$ cat config.mk
export PLATFORM = sky130hd
export DESIGN_NAME = btn_debounce
export DESIGN_NICKNAME = d
export VERILOG_FILES = /design/src/rtl/btn_debounce.sv
export SDC_FILE = /design/constraint.sdc
export NUM_CORES = 1
export LEC_CHECK = 0
export CAP_MARGIN = 5
export CELL_PAD_IN_SITES_DETAIL_PLACEMENT = 1
export CELL_PAD_IN_SITES_GLOBAL_PLACEMENT = 1
export CORE_MARGIN = 4
export CORE_UTILIZATION = 40
export DETAILED_ROUTE_END_ITERATION = 10
export PLACE_DENSITY_LB_ADDON = 0.1
export SETUP_SLACK_MARGIN = 0.05
export SLEW_MARGIN = 25
export SYNTH_ARGS = -nofsm -noshare
export SYNTH_HDL_FRONTEND = slang
export SYNTH_SLANG_ARGS = --single-unit
$ cat constraint.sdc
create_clock -name clk_100mhz -period 1.8 [get_ports clk_100mhz]
set_input_delay 0.18 -clock clk_100mhz [delete_from_list [all_inputs] [get_ports clk_100mhz]]
set_output_delay 0.18 -clock clk_100mhz [all_outputs]
set_load 0.005 [all_outputs]
$ cat src/rtl/btn_debounce.sv
// Multi-channel push-button debouncer: 2-flop synchronizer, per-channel STABLE/PENDING counter FSM,
// registered edge pulses. Optional long-press detector enabled by BTN_DEBOUNCE_LONGPRESS_EN.
module btn_debounce #(
  parameter int unsigned WIDTH           = 2,
  parameter int unsigned DEBOUNCE_CYCLES = 1000000,
  parameter int unsigned CNT_W           = 20,
  parameter int unsigned LONG_CYCLES     = 200000000
) (
  input  logic             clk_100mhz,
  input  logic             reset,
  input  logic [WIDTH-1:0] btn_i,
  output logic [WIDTH-1:0] btn_o,
  output logic [WIDTH-1:0] rise_o,
  output logic [WIDTH-1:0] fall_o,
  output logic [WIDTH-1:0] long_o
);

  typedef enum logic {
    STABLE  = 1'b0,
    PENDING = 1'b1
  } state_e;

  localparam logic [CNT_W-1:0] CNT_MAX = CNT_W'(DEBOUNCE_CYCLES - 1);

  logic [WIDTH-1:0] sync1_q;
  logic [WIDTH-1:0] sync2_q;

  always_ff @(posedge clk_100mhz or posedge reset) begin
    if (reset) begin
      sync1_q <= '0;
      sync2_q <= '0;
    end else begin
      sync1_q <= btn_i;
      sync2_q <= sync1_q;
    end
  end

  for (genvar n = 0; n < WIDTH; n++) begin : g_ch
    state_e           state_q, state_d;
    logic [CNT_W-1:0] cnt_q, cnt_d;
    logic             btn_q, btn_d;
    logic             rise_q, rise_d;
    logic             fall_q, fall_d;

    always_ff @(posedge clk_100mhz or posedge reset) begin
      if (reset) begin
        state_q <= STABLE;
        cnt_q   <= '0;
        btn_q   <= 1'b0;
        rise_q  <= 1'b0;
        fall_q  <= 1'b0;
      end else begin
        state_q <= state_d;
        cnt_q   <= cnt_d;
        btn_q   <= btn_d;
        rise_q  <= rise_d;
        fall_q  <= fall_d;
      end
    end

    always_comb begin
      cnt_d = '0;
      btn_d = btn_q;
      unique case (state_q)
        STABLE: cnt_d = '0;
        PENDING: begin
          if (cnt_q == CNT_MAX) begin
            btn_d = sync2_q[n];
            cnt_d = '0;
          end else begin
            cnt_d = cnt_q + CNT_W'(1);
          end
        end
        default: cnt_d = '0;
      endcase
      // sync1 is next cycle's sync2, so the registered state always equals (sync != btn_o)
      state_d = (sync1_q[n] != btn_d) ? PENDING : STABLE;
      rise_d  = btn_d & ~btn_q;
      fall_d  = ~btn_d & btn_q;
    end

    assign btn_o[n]  = btn_q;
    assign rise_o[n] = rise_q;
    assign fall_o[n] = fall_q;

`ifdef BTN_DEBOUNCE_LONGPRESS_EN
    localparam int unsigned       HOLD_W   = $clog2(LONG_CYCLES + 1);
    localparam logic [HOLD_W-1:0] HOLD_MAX = HOLD_W'(LONG_CYCLES);

    logic [HOLD_W-1:0] hold_q, hold_d;
    logic              long_q, long_d;

    always_ff @(posedge clk_100mhz or posedge reset) begin
      if (reset) begin
        hold_q <= '0;
        long_q <= 1'b0;
      end else begin
        hold_q <= hold_d;
        long_q <= long_d;
      end
    end

    always_comb begin
      hold_d = hold_q;
      if (!btn_q) begin
        hold_d = '0;
      end else if (hold_q != HOLD_MAX) begin
        hold_d = hold_q + HOLD_W'(1);
      end
      // saturation gives at most one pulse per press
      long_d = (hold_d == HOLD_MAX) && (hold_q != HOLD_MAX);
    end

    assign long_o[n] = long_q;
`else
    assign long_o[n] = 1'b0;
`endif
  end

endmodule

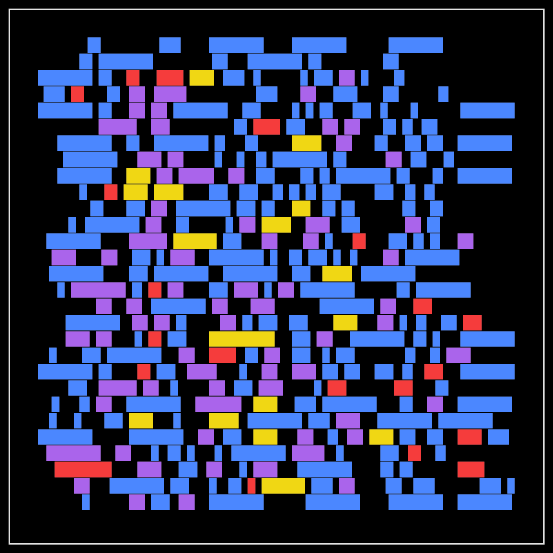
Figure 1: drive-strength map.
(6 px per um)
legend:
  x1 and smaller:
    colour: blue
    cells: 209
    share: 66%
  x2:
    colour: red
    cells: 20
    share: 6.3%
  x3 and x4:
    colour: purple
    cells: 73
    share: 23%
  x6 and larger:
    colour: yellow
    cells: 17
    share: 5.3%

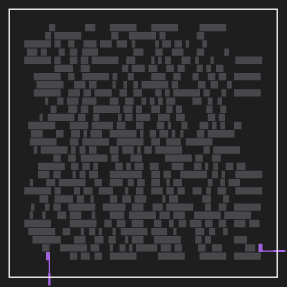
Figure 2: port wiring.
(3 px per um)
legend:
  long_o:
    colour: purple
    bits: 2
    direction: output
    edge: 1 right, 1 bottom
    end_cells: 2
    buffers: 0
    wire: 10.9 um

==> results_slide.txt <==
Key Metrics from the Run

Synth
  – Number of enable flip-flop cells: 0
  – Aoi share: under 10%
  – Mux share: roughly 1.0%
  – FFs w/ async S/R, synth: 100%
  – Synth Flop Type: dfrtp_1
  – Post-synthesis adder-cell area fraction: 0.957%
  – Syn_area_per_cell: ~10 sq um
  – XOR Share, Synth: around 8.7%
  – Cell Type Count: ~47
  – Syn Std Cell Area: 2610 sq um
  – Main logic family: simple AND/OR/NAND/NOR gates
  – Yosys stat cell total: about 260
  – Post-synthesis cell count: 255

Run
  – Total of max-cap violations: 0
  – Tool warning count: 29

Clocking
  – Clock transition at path regs: about 100 ps
  – Clk sinks: 52
  – Root buffer cell: clkbuf_8
  – Clock Latency Late Sink: around 310 ps
  – Clock Path Buffers: 2
  – H-tree depth: 2
  – TritonCTS clock tree: done

Placed design
  – I/O Buffers: 9
  – Placed cell count: between 300 and 400
  – Placed Area: around 3100 sq um

Detailed routing
  – WL/cell: about 17 um
  – DR vias/cell: 5.38
  – Vias: between 2000 and 2500
  – Post-route ant nets: 0
  – Top sig layer: met4
  – Pre-Repair DR Iteration Count: 4
  – DRT Wirelength: 6880 um
  – M1 WL: ~3300 um

Finish
  – Most frequent logic cell in the layout: dfrtp_1
  – Synth-to-Final Area Change: 34.3%
  – Antenna cells: 0
  – Design area: roughly 3500 sq um
  – Post-route non-filler standard cell count: 396
  – Fin nets: about 320
  – Largest register FFs: approximately 40
  – Most flops, register: g_ch.cnt_q

Final timing
  – F_max: around 550 MHz
  – Final setup viols: 13
  – Fin. Hold Viols: 0
  – Final hold slack: ~240 ps
  – Worst Slack Setup Final: -34.6 ps
  – RSZ-0062 raised after global routing: yes
  – Final period utilization: 102%
  – Worst Skew: approximately 5.3 ps
  – Slew Viols, Final: 0

Global routing
  – Global-route layer with the greatest usage: met2
  – Initial antenna violation count: 0
  – M1 GR Usage: between 20% and 30%
  – GR Util All Layers: 18.2%
  – Global-route wire length before repair: approximately 11000 um
  – Grt met3 use: under 10%
  – Largest net degree at the start of global routing: roughly 53
  – Vias in the first global route: 2209
  – Total global routing overflow: 0

Setup path
  – Worst Setup End Kind: flop
  – Startpoint Class: flop
  – Crit path largest cell delay: roughly 440 ps
  – Crit Path Max Fanout: 3
  – Worst EP required: approximately 2000 ps
  – Slowest stage cell, crit path: or4_4
  – CP Class: flop to flop
  – Worst Path Buf+Inv: 0

Pwr
  – Gate power share: under 10%
  – PD cells: roughly 630 nW/um^2
  – Clk power: approximately 0.84 mW
  – Seq pwr share: 55.0%
  – Sequential power: 1.21 mW
  – Top power group: registers
  – Switching Share: around a quarter
  – Clock network power share: roughly two fifths
  – P_comb: between 0.1 and 0.15 mW
  – Switch Pwr: 0.522 mW

Floorplan
  – Horiz. Die Dim: between 80 and 90 um
  – Rows: 29
  – Pre-Place Util: 41.2%
  – Die ar.: roughly 7900 sq um

Status
  – Status: complete, but fails checks
  – Violated checks: setup timing

Hold path
  – Hold Crit Class: input port to asynchronous set/reset pin
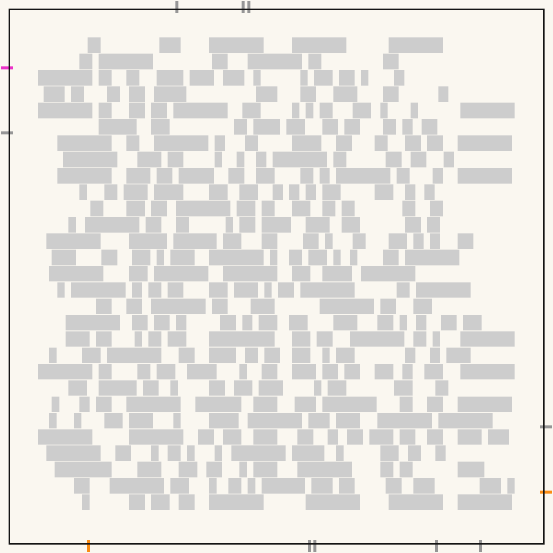
Figure 3: pin placement.
(6 px per um) Pins as bars across the die edge, other pins in grey.
legend:
  clk_100mhz:
    colour: magenta
    pins: 1
    direction: input
    edge: left
  long_o:
    colour: orange
    pins: 2
    direction: output
    edge: 1 right, 1 bottom
all pins by edge: 5 bottom, 3 top, 2 left, 2 right

-- Yosys cell counts (3+ instances only) --
cell | instances | area, sq um
inv_1 | 8 | 30.0
o31ai_1 | 5 | 37.5
and4_1 | 5 | 43.8
nand3_1 | 11 | 55.1
and3_1 | 3 | 18.8
buf_4 | 10 | 75.1
o21ai_0 | 5 | 25.0
dfrtp_1 | 52 | 1300
nand4_1 | 10 | 62.6
xnor2_1 | 14 | 123
nand2_1 | 13 | 48.8
a21oi_1 | 10 | 50.1
nor2_1 | 32 | 120
nor4b_1 | 3 | 26.3
xor2_1 | 12 | 105
nor3b_1 | 4 | 30.0
nor4_1 | 4 | 25.0
or3_1 | 7 | 43.8
nand2b_1 | 5 | 31.3
or4_1 | 5 | 37.5
nor3_1 | 5 | 25.0
-- through the flow --
step                      power [mW]  setup WS, ps  setup TNS (ps)
after detailed placement        1.34         -69.7            -760
final                           2.20         -34.6            -189
after global placement          1.34         -8.35           -13.7
after global routing            2.28          -105           -2030
after CTS                       2.19         -38.9            -604
after floorplan                 1.29          -113            -113
-- final cells by class --
type,instances,area (sq um)
inverters,8,30.0
clock buffers,6,72.6
multi-input cells,183,1380
repair buffers,68,588
flip-flops and latches,52,1300
clock inverters,2,38.8
fillers,696,2840
well taps,77,96.3
-- worst paths after layout --
| check | startpoint | endpoint | slack (ps) | cells after the start |
|---|---|---|---|---|
| max in group asynchronous | reset | g_ch[1].cnt_q[16] | 1290 | 3 |
| setup / recovery | g_ch[1].cnt_q[12] | g_ch[1].btn_q | -30 | 4 |
| min in group clk_100mhz | btn_i[0] | sync1_q[0] | 300 | 1 |
| hold / removal | reset | g_ch[0].rise_q | 240 | 3 |
| setup reg to reg | g_ch[1].cnt_q[12] | g_ch[1].btn_q | -30 | 4 |
| hold reg to reg | sync1_q[1] | sync2_q[1] | 450 | 0 |
Power is estimated from default activity; no workload was simulated.
